==> config.mk <==
export PLATFORM = sky130hd
export DESIGN_NAME = decode_issue_ctrl_flat
export DESIGN_NICKNAME = d
export VERILOG_FILES = /design/src/rtl/decode_issue_ctrl_if.sv /design/src/rtl/decode_issue_ctrl.sv /design/src/flat_wrapper.sv
export SDC_FILE = /design/constraint.sdc
export NUM_CORES = 1
export LEC_CHECK = 0
export ABC_CLOCK_PERIOD_IN_PS = 4500
export CORE_MARGIN = 2
export CORE_UTILIZATION = 40
export CTS_CLUSTER_DIAMETER = 100
export CTS_CLUSTER_SIZE = 16
export DETAILED_ROUTE_END_ITERATION = 8
export PLACE_DENSITY_LB_ADDON = 0.12
export SLEW_MARGIN = 20
export SYNTH_ARGS = -nofsm -noshare
export SYNTH_HDL_FRONTEND = slang
export SYNTH_SLANG_ARGS = --single-unit
==> constraint.sdc <==
create_clock -name clk -period 4.5 [get_ports clk]
set_input_delay 1.35 -clock clk [delete_from_list [all_inputs] [get_ports clk]]
set_output_delay 1.35 -clock clk [all_outputs]
set_load 0.05 [all_outputs]
**Run 1: sequential cells grouped by signal name**

Other sequential cells in the stronger gray, the rest of the logic in the fainter gray.
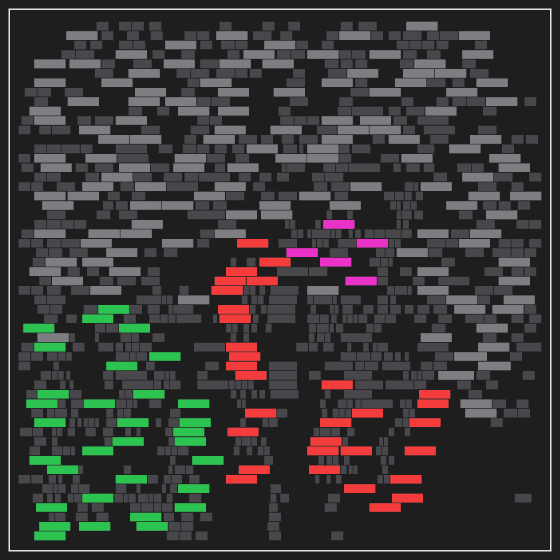
Key: magenta = `u_core.bus.out_dst` [sequential cells 5, where middle]; red = `u_core.r_sb` [sequential cells 31]; green = `u_core.bus.stall_cnt` [sequential cells 32, where bottom left]
post-layout util: 0.5197
Flop area: 4961 µm²

**Run 1: track usage over the die**

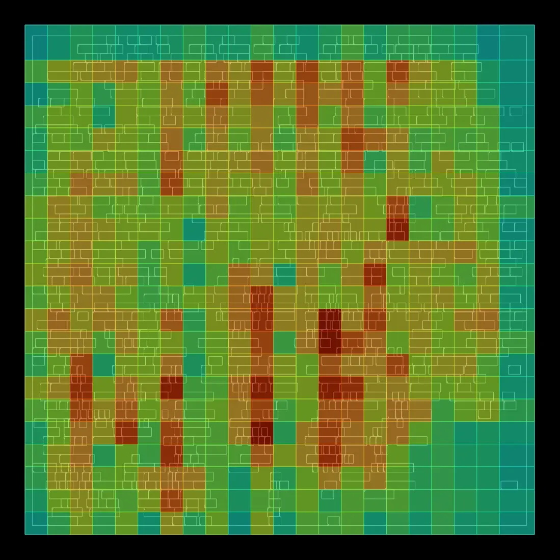
GR Util met3: 0.06000
DR WL/cell: 19.62 µm

**Run 1: placed cells, one color a class**

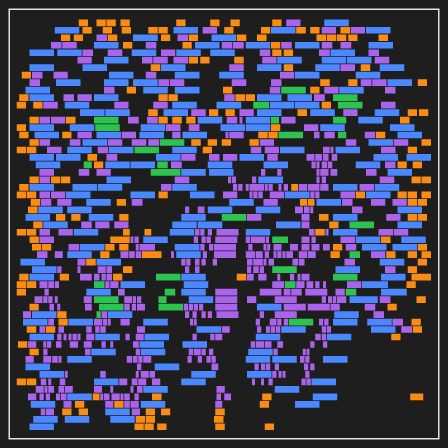
Key: blue = flip-flops [cells 198, share of their area 44%]; green = clock drivers and dummy loads [cells 32, share of their area 5.4%]; orange = other buffers and delay cells [cells 185, share of their area 16%]; purple = all other logic [cells 451, share of their area 35%]
Seq/total area: 0.4229
cell area after layout: 11730 µm²

==> reports/metrics.cfg, run 1 <==
[synth]
yosys_area_um2=9195
ff_type=dfrtp_1
mux_share=0.2332
edf_count=0
synthAoiAreaFrac=0.05906
simple_gate_share=0.09294
common_cells=198 x dfrtp_1, 69 x mux2_4, 64 x mux2_2, 64 x o21ai_0, 36 x xor2_1

[final_timing]
worst_pin_slew_ps=1060
max_slew_margin=0.2932
fin_crit_ps=4372
finalCritPeriodShare=0.9716

[power]
power_leader=combinational logic
combinationalPower_w=0.00294
p_clk_frac=0.219
p_int_w=0.004317

[cts]
root_buffer=clkbuf_16
path_clk_slew_ps=80
cts_max_path_buffers=2
postCtsSetupBuffers=0
cts_hold_buf=0

[worst_setup_path]
crit_path_top_delay_cell=or4_1
reg2reg_depth=9
reg2reg_slack_ps=650
crit_fanout=9
worst_setup_path_start_kind=register
crit_chain=or4_1 -> or3_1 -> o211ai_2 -> a31o_2 -> o221ai_2 -> or2_4 -> nand2_1 -> buf_12

[floorplanning]
ios=178
dieWidth_um=155.6

[place]
io_buffers=177
place_ws_ps=405.2
dp_cells=1119

[routing]
drt_iter0_drc=454
finalWirelength_um=22610
avgViaCountPerCell=5.420

[global_routing]
grt_pass1_wl_um=36240

[run_status]
status=finished clean

[final_layout]
fin_nets=929
drive_above_1_share=0.2333

==> run 1: layout make-up <==
class                           instances  area (µm²)  share of cell area
Tap cell                              285       356.6             0.03040
Timing Repair Buffer                  185        1871              0.1595
Clock inverter                         14       170.2             0.01451
Antenna cell                            1       2.502           0.0002133
Clock buffer                           18       439.2             0.03744
Sequential cell                       198        4961              0.4229
Multi-Input combinational cell        451        3930              0.3350
==> run 1: worst register-to-register path, delay by kind of cell, from the launching register on <==
kind	cells	cell delay [ps]
buf+inv	2	1150
flops	1	770
compound gates	3	740
simple gates	2	520
mux	1	420
xor+xnor	1	130
==> run 1: per-layer routing <==
metal	GRT usage	part of all wire	up-vias
met5	0	0	-
met4	0.04806	0.0086	0
met3	0.06000	0.071	20
met2	0.3078	0.49	215
met1	0.2525	0.43	3186
li1	-	-	2823
==> run 2: changes to the inputs <==
--- a/config.mk
+++ b/config.mk
@@ -6,9 +6,10 @@
 export NUM_CORES = 1
 export LEC_CHECK = 0
 export ABC_CLOCK_PERIOD_IN_PS = 4500
+export CAP_MARGIN = 20
 export CORE_MARGIN = 2
 export CORE_UTILIZATION = 40
-export CTS_CLUSTER_DIAMETER = 100
+export CTS_CLUSTER_DIAMETER = 120
 export CTS_CLUSTER_SIZE = 16
 export DETAILED_ROUTE_END_ITERATION = 8
 export PLACE_DENSITY_LB_ADDON = 0.12
**Run 2: cell density map**

16 x 16 tiles, from black (low) to pale yellow (high), 0 to 100% covered.
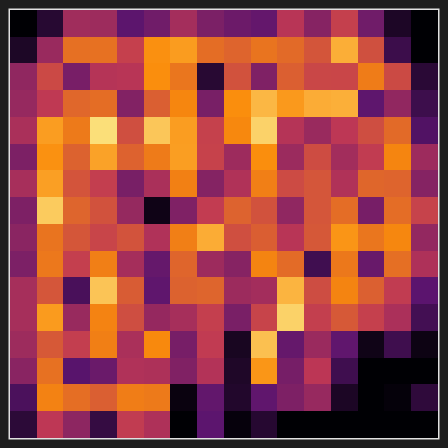
The mean over all tiles is 47%. 6.2% of the tiles are nearly empty. 11% of the tiles are over 75% full. The fullest tile reaches 93%. The emptiest ninth of the die: bottom right.
core area: 22570 µm²
Initial Util: 0.4074

**Run 2: sequential cells grouped by signal name**

Other sequential cells in the stronger gray, the rest of the logic in the fainter gray.
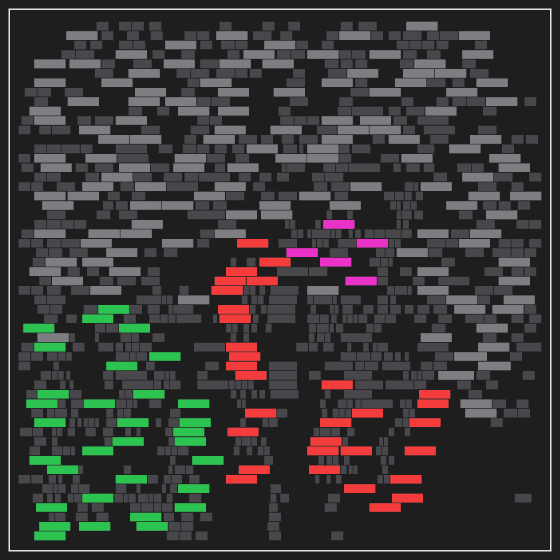
Key: green = `u_core.bus.stall_cnt` [sequential cells 32, where bottom left]; magenta = `u_core.bus.out_dst` [sequential cells 5, where middle]; red = `u_core.r_sb` [sequential cells 31]
Another 130 sequential cells are not colored.
Seq group: 0.00266 W

==> run 2 against run 1 <==
  * Via count did not move
  * Die area did not move
  * Non-clock buffer count did not move
  * Clock skew did not move
  * Global-route usage did not move
  * Synthesized cell count did not move
  * Worst hold slack did not move
  * Flip-flop count did not move
  * Critical path type unchanged
  * Largest cell class unchanged
  * Highest routed layer unchanged
==> reports/metrics.cfg, run 2 <==
[final_layout]
inverters=0  ; unchanged
design_area_um2=11730  ; unchanged
clk_share=0.05195  ; unchanged
n_all_buffers=185  ; unchanged
logic_gates=451  ; unchanged
fin_util=0.5197  ; unchanged
flops=198  ; unchanged
top_area_cell_class=sequential cells  ; unchanged
seq_area_frac=0.4229  ; unchanged
antenna_cells=1  ; unchanged
clockBufferCount=18  ; unchanged
combGateArea_um2=3930  ; unchanged
comb_share=0.3350  ; unchanged
fin_nets=929  ; unchanged
regArea_um2=4961  ; unchanged
drive_above_1_share=0.2333  ; unchanged

[final_timing]
fin_crit_ps=4372  ; unchanged
worst_pin_slew_ps=1060  ; unchanged
finalCritPeriodShare=0.9716  ; unchanged

[routing]
drt_iter0_drc=454  ; unchanged
finalWirelength_um=22610  ; unchanged
wire_per_inst_um=19.62  ; unchanged
avgViaCountPerCell=5.420  ; unchanged

[floorplanning]
ios=178  ; unchanged
taps=285  ; unchanged
dieWidth_um=155.6  ; unchanged

[power]
p_int_w=0.004317  ; unchanged
p_clk_frac=0.219  ; about the same

[synth]
synthAoiAreaFrac=0.05906  ; unchanged
mux_share=0.2332  ; unchanged
yosys_area_um2=9195  ; unchanged
simple_gate_share=0.09294  ; unchanged
common_cells=198 x dfrtp_1, 69 x mux2_4, 64 x mux2_2, 64 x o21ai_0, 36 x xor2_1  ; unchanged

[worst_setup_path]
reg2reg_depth=9  ; unchanged
worst_setup_path_start_kind=register  ; unchanged
crit_fanout=9  ; unchanged
reg2reg_slack_ps=650  ; about the same
crit_path_top_delay_cell=or4_1  ; unchanged

[global_routing]
grt_pass1_wl_um=36240  ; unchanged
gr-total-overflow=0  ; unchanged

[cts]
root_buffer=clkbuf_16  ; unchanged
path_clk_slew_ps=80  ; about the same
postCtsSetupBuffers=0  ; unchanged
cts_max_path_buffers=2  ; unchanged

[run_status]
status=finished clean  ; unchanged

[place]
io_buffers=177  ; unchanged

run 2: cell counts after synthesis:
Identical to the previous run, type by type.
run 2: power groups by stage:
stage | Clock [W] | Combinational, W | Sequential [W]
finish | 0.00157 | 0.00294 | 0.00266
global placement | 0 | 0.00291 | 0.00267
detailed placement | 0 | 0.00295 | 0.00268
global route | 0.00170 | 0.00307 | 0.00273
CTS | 0.00162 | 0.00296 | 0.00266
floorplan | 0 | 0.000982 | 0.00364
run 2: per-layer routing:
| metal | vias to the layer above | global-route usage | wire length, µm |
|---|---|---|---|
| met4 | 0 | 0.04806 | 194 |
| met1 | 3186 | 0.2525 | 9770 |
| met2 | 215 | 0.3078 | 11050 |
| met5 | - | 0 | 0 |
| met3 | 20 | 0.06000 | 1596 |
| li1 | 2823 | - | - |
Power and IR drop assume default switching activity.
